===== src/rtl/freq_gate_scheduler.sv =====
// freq_gate_scheduler: gated edge counter with sequential double-dabble BCD result.
// Define FREQ_GATE_OVF_BLANK_EN to show a saturated result as all-4'hF digits.
module freq_gate_scheduler #(
  parameter int GATE_CYCLES = 250,
  parameter int CNT_W       = 8,
  parameter int NDIG        = 3,
  parameter int HOLD_CYCLES = 16
) (
  input  logic              clk,
  input  logic              reset_n,
  input  logic              run,
  input  logic              sig_edge,
  output logic              gate_open,
  output logic              busy,
  output logic              result_valid,
  output logic              ovf_o,
  output logic [4*NDIG-1:0] bcd_o
);
  localparam int MX = (GATE_CYCLES > CNT_W) ? ((GATE_CYCLES > HOLD_CYCLES) ? GATE_CYCLES : HOLD_CYCLES)
                                            : ((CNT_W > HOLD_CYCLES) ? CNT_W : HOLD_CYCLES);
  localparam int TW = $clog2(MX + 1);
  localparam logic [CNT_W-1:0] CMAX = {CNT_W{1'b1}};
`ifdef FREQ_GATE_OVF_BLANK_EN
  localparam logic BLANK = 1'b1;
`else
  localparam logic BLANK = 1'b0;
`endif
  typedef enum logic [2:0] {IDLE, ARM, GATE, LATCH, CONV, SHOW} state_t;
  state_t            state_q, state_d;
  logic [TW-1:0]     tmr_q, tmr_d;
  logic [CNT_W-1:0]  edge_q, edge_d, bin_q, bin_d;
  logic              sat_q, sat_d, ovf_q, ovf_d, gate_q, busy_q, rv_q;
  logic [4*NDIG-1:0] acc_q, acc_d, bcd_q, bcd_d, adj, shifted;
  logic              gate_last, conv_last, hold_last;
  for (genvar i = 0; i < NDIG; i++) begin : g_adj
    assign adj[4*i+:4] = (acc_q[4*i+:4] >= 4'd5) ? acc_q[4*i+:4] + 4'd3 : acc_q[4*i+:4];
  end
  assign shifted   = (adj << 1) | (4*NDIG)'(bin_q[CNT_W-1]);
  assign gate_last = tmr_q == TW'(GATE_CYCLES - 1);
  assign conv_last = tmr_q == TW'(CNT_W - 1);
  assign hold_last = tmr_q == TW'(HOLD_CYCLES - 1);
  always_comb begin
    state_d = state_q;
    tmr_d   = tmr_q;
    edge_d  = edge_q;
    sat_d   = sat_q;
    bin_d   = bin_q;
    acc_d   = acc_q;
    bcd_d   = bcd_q;
    ovf_d   = ovf_q;
    case (state_q)
      IDLE: state_d = run ? ARM : IDLE;
      ARM: begin
        tmr_d   = '0;
        edge_d  = '0;
        sat_d   = 1'b0;
        state_d = run ? GATE : IDLE;
      end
      GATE: begin
        if (!run) begin
          state_d = IDLE;
          tmr_d   = '0;
        end else begin
          edge_d  = (sig_edge && edge_q != CMAX) ? edge_q + 1'b1 : edge_q;
          sat_d   = sat_q | (edge_d == CMAX);
          tmr_d   = gate_last ? '0 : tmr_q + 1'b1;
          state_d = gate_last ? LATCH : GATE;
        end
      end
      LATCH: begin
        bin_d   = edge_q;
        acc_d   = '0;
        tmr_d   = '0;
        state_d = CONV;
      end
      CONV: begin
        bin_d   = bin_q << 1;
        acc_d   = shifted;
        tmr_d   = conv_last ? '0 : tmr_q + 1'b1;
        state_d = conv_last ? SHOW : CONV;
        bcd_d   = conv_last ? ((BLANK && sat_q) ? '1 : shifted) : bcd_q;
        ovf_d   = conv_last ? sat_q : ovf_q;
      end
      SHOW: begin
        tmr_d   = hold_last ? '0 : tmr_q + 1'b1;
        state_d = hold_last ? (run ? ARM : IDLE) : SHOW;
      end
      default: state_d = IDLE;
    endcase
  end
  always_ff @(posedge clk or negedge reset_n) begin
    if (!reset_n) begin
      state_q <= IDLE;
      tmr_q   <= '0;
      edge_q  <= '0;
      sat_q   <= 1'b0;
      bin_q   <= '0;
      acc_q   <= '0;
      bcd_q   <= '0;
      ovf_q   <= 1'b0;
      gate_q  <= 1'b0;
      busy_q  <= 1'b0;
      rv_q    <= 1'b0;
    end else begin
      state_q <= state_d;
      tmr_q   <= tmr_d;
      edge_q  <= edge_d;
      sat_q   <= sat_d;
      bin_q   <= bin_d;
      acc_q   <= acc_d;
      bcd_q   <= bcd_d;
      ovf_q   <= ovf_d;
      gate_q  <= state_d == GATE;
      busy_q  <= state_d != IDLE;
      rv_q    <= state_q == CONV && conv_last;
    end
  end
  assign gate_open    = gate_q;
  assign busy         = busy_q;
  assign result_valid = rv_q;
  assign ovf_o        = ovf_q;
  assign bcd_o        = bcd_q;
endmodule


===== config.mk =====
export PLATFORM = sky130hd
export DESIGN_NAME = freq_gate_scheduler
export DESIGN_NICKNAME = d
export VERILOG_FILES = /design/src/rtl/freq_gate_scheduler.sv
export SDC_FILE = /design/constraint.sdc
export NUM_CORES = 1
export LEC_CHECK = 0
export ABC_AREA = 1
export CAP_MARGIN = 10
export CORE_UTILIZATION = 50
export DETAILED_ROUTE_END_ITERATION = 10
export HOLD_SLACK_MARGIN = 0.06
export PLACE_DENSITY = 0.69
export SYNTH_ARGS = -nofsm -noshare
export SYNTH_HDL_FRONTEND = slang
export SYNTH_SLANG_ARGS = --single-unit

===== constraint.sdc =====
create_clock -name clk -period 2.2 [get_ports clk]
set_clock_uncertainty 0.05 [all_clocks]
set_input_delay 0.44 -clock clk [delete_from_list [all_inputs] [get_ports clk]]
set_output_delay 0.44 -clock clk [all_outputs]
set_load 0.01 [all_outputs]

==> results.txt, run 1 <==
impl run done, here's what came out: DRT Pass-1 Iters 4, switching pwr roughly 1.2 mW, # fillers 527, final hold vios 0, CTS root buffer clkbuf_8, Setup crit end sat_q, CP Depth 12, Non-Clock Buffer Area Fraction 7.782%, CP Launch Point edge_q[0], Internal Power roughly 1.8 mW, register-to-register setup slack 300 ps, CTS max path bufs 2, mean area per synthesized cell about 8.1 um^2, DR iter-0 viols between 100 and 150, first-pass GRT wire length 10450 um, critical-path cell list ha_1 > nand2_1 > nor2_1 > nand2_1 > nand2_1 > nand2_1 > nand2_1 > inv_1 > nand2_1 > nor2_1 > nand2_1 > a21oi_1, Die ar. 6191 um^2, Final setup viols 0, crit path DAT 2090 ps, Commonest Layout Cell nand2_1, highest routed layer met4, XOR Share, Synth 2.383%, CTS resizes 0, post-CTS setup buffer count 0, Multiplexer share 0%, Clock buf/inv share ~2.8%, TritonCTS buffer count 5, comb area leader simple AND/OR/NAND/NOR gates, Well Taps 72, final cell count without fillers 460, gr ovfl total 0, Non-clock inverters roughly 48, status finished clean, warnings from Yosys 0, Final Cycle Share 86.32%, share of cells above drive strength 1 a little under a tenth, Post-synth EDFFs 0, most used cell, CP nand2_1, total wire length 5809 um, CP peak stage delay roughly 420 ps, Lkg Pwr 1.541 nW, Post-synth top cells nand2_1, dfrtp_1, inv_1, Max Freq 526.6 MHz, Synth flops 56, fp_density 52.75%, Routability Congestion ~0.85, Power Density 888.8 nW/um^2, Top cell area share approximately 48%, MI comb cells 249, Seq. pwr about 1.4 mW, # clk buffers 7, Via density between 5 and 6, Hold Crit Depth 2, worst hold slack 436.8 ps
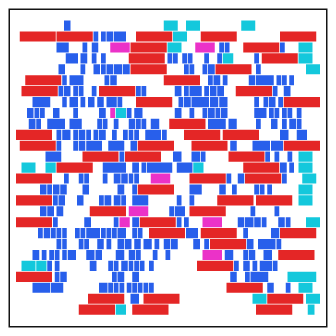
Run 1: placement by cell class
Magenta is clock drivers and dummy loads, cells 8, share of their area 2.9%. Blue is combinational and other logic, cells 297, share of their area 46%. Cyan is other buffers and delay cells, cells 27, share of their area 8.0%. Red is flops, cells 56, share of their area 43%.
flop share of the area: 41.90%
final core utilization: 60.00%
core area: 5574 um^2
fin area: 3344 um^2
Site Rows: 27

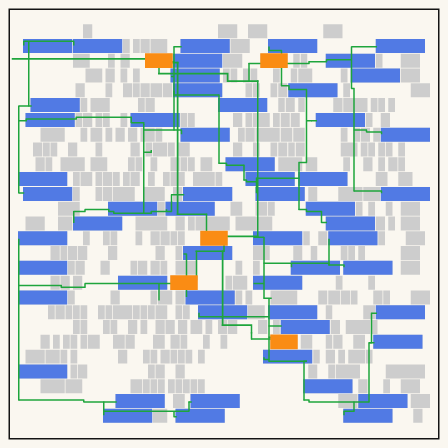
Run 1: clock wires, drivers and flops
Green is clock wires, length 694 um. Orange is clock drivers, count 5. Blue is flip-flops, count 56.
Position of the flops: spread over the die. There are 6 routed clock nets.
Clk. pwr: 0.590 mW
Clk pwr share: 19.8%
Skew-Pair Late Insertion Delay: 310 ps

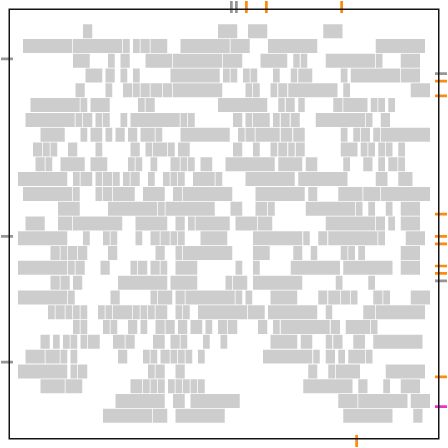
Run 1: pin map
Pins as bars across the die edge, other pins in grey.
Magenta is reset_n, pins 1, direction input, edge right. Orange is bcd_o, pins 12, direction output, edge 8 right, 3 top, 1 bottom.
chip width: 78.69 um
Die H: 78.69 um
Port Buffers: 19

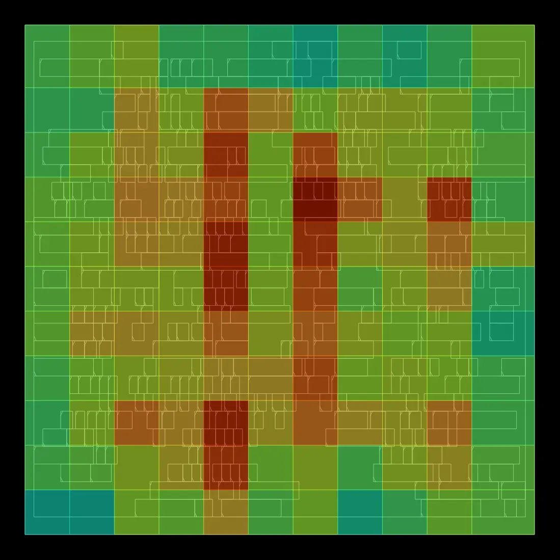
Run 1: track usage over the die
most used routing layer: met2
All-Layer GR Usage: 21.54%
M1 GR Usage: 27.79%
met2 Use GR: 35.74%
wire length per cell: 12.63 um

--- run 2 (diff from run 1) ---
Settings changed: SETUP_SLACK_MARGIN from default to 0.1.
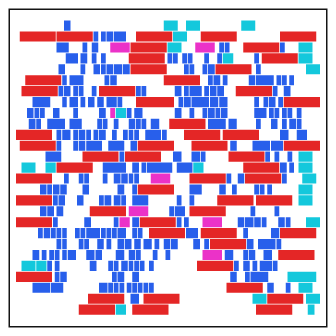
Run 2: placement by cell class
Red is flops, cells 56, share of their area 43%. Cyan is other buffers and delay cells, cells 27, share of their area 8.0%. Blue is combinational and other logic, cells 297, share of their area 46%. Magenta is clock drivers and dummy loads, cells 8, share of their area 2.9%.
fin area: 3346 um^2
flop share of the area: 41.92%
final core utilization: 60.02%

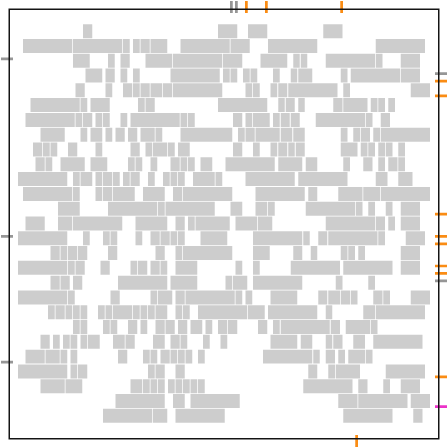
Run 2: pin map
Pins as bars across the die edge, other pins in grey.
Magenta is reset_n, pins 1, direction input, edge right. Orange is bcd_o, pins 12, direction output, edge 8 right, 3 top, 1 bottom.

==> run 2 against run 1 <==
Net effect: via count did not move; highest routed layer unchanged; worst setup slack unchanged; count of clock-buffer cells in the layout did not move.
==> results.txt, run 2 <==
impl run done, here's what came out: most used routing layer met2 (unchanged), final cell count without fillers 460 (unchanged), Clock buf/inv share 2.805% (was 2.806%), warnings from Yosys 0 (unchanged), comb area leader simple AND/OR/NAND/NOR gates (unchanged), most used cell, CP nand2_1 (unchanged), Post-synth top cells nand2_1, dfrtp_1, inv_1 (unchanged), Power Density 889.1 nW/um^2 (was 888.8 nW/um^2), CTS resizes 0 (unchanged), Die H 78.69 um (unchanged), # fillers 526 (was 527), worst hold slack 436.8 ps (unchanged), Port Buffers 19 (unchanged), Routability Congestion 0.8522 (unchanged), Synth flops 56 (unchanged), highest routed layer met4 (unchanged), DRT Pass-1 Iters 4 (unchanged), register-to-register setup slack 300 ps (about the same), Setup crit end sat_q (unchanged), switching pwr 1.162 mW (unchanged), wire length per cell 12.63 um (unchanged), total wire length 5809 um (unchanged), MI comb cells 249 (unchanged), Non-Clock Buffer Area Fraction 7.779% (was 7.782%), core area 5574 um^2 (unchanged), TritonCTS buffer count 5 (unchanged), final hold vios 0 (unchanged), Final Cycle Share 86.32% (unchanged), Site Rows 27 (unchanged), status finished clean (unchanged), CTS root buffer clkbuf_8 (unchanged), All-Layer GR Usage 21.54% (unchanged), Top cell area share 47.66% (unchanged), critical-path cell list ha_1 > nand2_1 > nor2_1 > nand2_1 > nand2_1 > nand2_1 > nand2_1 > inv_1 > nand2_1 > nor2_1 > nand2_1 > a21oi_1 (unchanged), Hold Crit Depth 2 (unchanged), Seq. pwr 1.36 mW (about the same), # clk buffers 7 (unchanged), post-CTS setup buffer count 0 (unchanged), M1 GR Usage 27.79% (unchanged), met2 Use GR 35.74% (unchanged)
Run 2, routed metal, one colour a layer:
Only two layers are drawn.
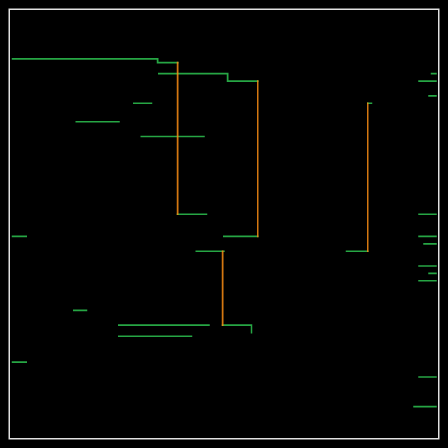

--- run 3 (diff from run 2) ---
Settings changed: DONT_BUFFER_PORTS from default to 1, GPL_TIMING_DRIVEN from default to 0, PLACE_DENSITY 0.69 to 0.65.
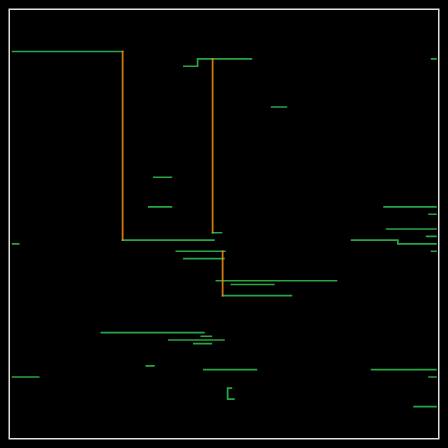
Run 3: routed metal, one colour a layer
Only two layers are drawn.
Orange is metal 4, wire length 74.8 um. Green is metal 3, wire length 232 um.
wire length per cell: 13.25 um
total wire length: 5869 um
DR vias: 2344

==> run 3 against run 2 <==
Net effect: power hardly changed; critical path type unchanged; cell area is 5.4% lower; critical path depth is 5 lower; utilization is 3.3 points lower; cell count is 3.7% lower; die size stayed put; first-iteration DRC count is 5.0% higher.
==> results.txt, run 3 <==
impl run done, here's what came out: Post-synth top cells nand2_1, dfrtp_1, inv_1 (unchanged), CP Depth 7 (was 12), Clk pwr share 19.6% (was 19.8%), comb area leader simple AND/OR/NAND/NOR gates (unchanged), Die ar. 6191 um^2 (unchanged), warnings from Yosys 0 (unchanged), CP peak stage delay 510 ps (was 420 ps), Hold Crit Depth 2 (unchanged), Die H 78.69 um (unchanged), switching pwr 1.202 mW (was 1.162 mW), CTS root buffer clkbuf_8 (unchanged), Synth flops 56 (unchanged), XOR Share, Synth 2.383% (unchanged), Yosys cell types 32 (unchanged), # clk buffers 5 (was 7), Largest Pwr Group sequential cells (unchanged), largest cell class by area sequential cells (unchanged), nonclk buf count 10 (was 27), Top cell area share 47.66% (unchanged), Via density 5.291 (was 5.178), mean area per synthesized cell 8.145 um^2 (unchanged), Final setup viols 0 (unchanged), Skew-Pair Late Insertion Delay 320 ps (was 310 ps), Post-synth EDFFs 0 (unchanged), CTS max path bufs 2 (unchanged), Non-Clock Buffer Area Fraction 2.531% (was 7.779%), Multiplexer share 0% (unchanged), post-CTS setup buffer count 0 (unchanged), syn nets 374 (unchanged), Site Rows 27 (unchanged), Internal Power 1.770 mW (was 1.813 mW), worst hold slack 434.7 ps (was 436.8 ps), Seq. pwr 1.37 mW (was 1.36 mW), DR iter-0 viols 126 (was 120), flop count 56 (unchanged), most common logic cells in the final layout nand2_1, dfrtp_1, inv_1 (unchanged), Setup crit end sat_q (unchanged), most used cell, CP nand2_4 (was nand2_1), Well Taps 72 (unchanged), DRT Pass-1 Iters 4 (unchanged), share of cells above drive strength 1 9.434% (was 9.794%), Commonest Layout Cell nand2_1 (unchanged), # fillers 518 (was 526), final cell count without fillers 443 (was 460), IO Count 20 (unchanged), Clk. pwr 0.582 mW (was 0.590 mW), Max H-tree Level 2 (unchanged), most used routing layer met2 (unchanged), yosys aoi share 12.81% (unchanged), status finished clean (unchanged), M1 GR Usage 28.78% (was 27.79%), fp_density 52.75% (unchanged), crit path DAT 2130 ps (was 2090 ps), fin area 3164 um^2 (was 3346 um^2), overall power 2.972 mW (was 2.975 mW), core area 5574 um^2 (unchanged), Hold Buf Count CTS 2 (was 1), MI comb cells 249 (unchanged), CTS resizes 0 (unchanged), worst r2r src state_q[0] (was edge_q[0]), first-pass GRT wire length 10270 um (was 10450 um), CP Launch Point state_q[0] (was edge_q[0]), Power Density 939.2 nW/um^2 (was 889.1 nW/um^2), Clock buf/inv share 2.887% (was 2.805%), met2 Use GR 35.13% (was 35.74%), highest routed layer met4 (unchanged), flop share of the area 44.29% (was 41.92%), final core utilization 56.77% (was 60.02%), final hold vios 0 (unchanged), chip width 78.69 um (unchanged), All-Layer GR Usage 21.45% (was 21.54%), Max Freq 518.2 MHz (was 526.6 MHz), maximum VDD drop 497.9 uV (was 591.7 uV), Non-clock inverters 48 (unchanged), critical-path cell list nor3_4 > nand2_4 > nand2_4 > nand3_1 > nor3_2 > nand2_1 > a21oi_1 (was ha_1 > nand2_1 > nor2_1 > nand2_1 > nand2_1 > nand2_1 > nand2_1 > inv_1 > nand2_1 > nor2_1 > nand2_1 > a21oi_1), Final Cycle Share 87.71% (was 86.32%), tool warnings 30 (unchanged), Routability Congestion 0.8497 (was 0.8522), register-to-register setup slack 270 ps (was 300 ps), Lkg Pwr 1.472 nW (was 1.540 nW), gr ovfl total 0 (unchanged), TritonCTS buffer count 5 (unchanged)
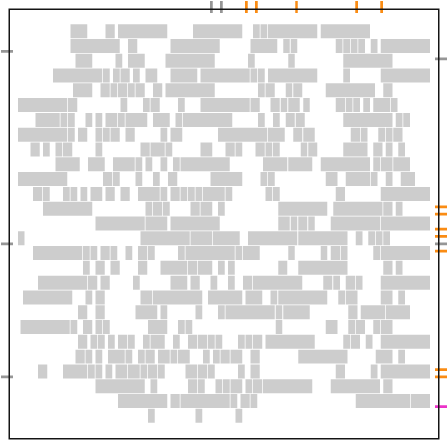
Run 3: pin map
Pins as bars across the die edge, other pins in grey.
Magenta is reset_n, pins 1, direction input, edge right. Orange is bcd_o, pins 12, direction output, edge 7 right, 5 top.
All pins by edge: 10 right, 7 top, 3 left.
Port Buffers: 0

Power and IR drop assume default switching activity.
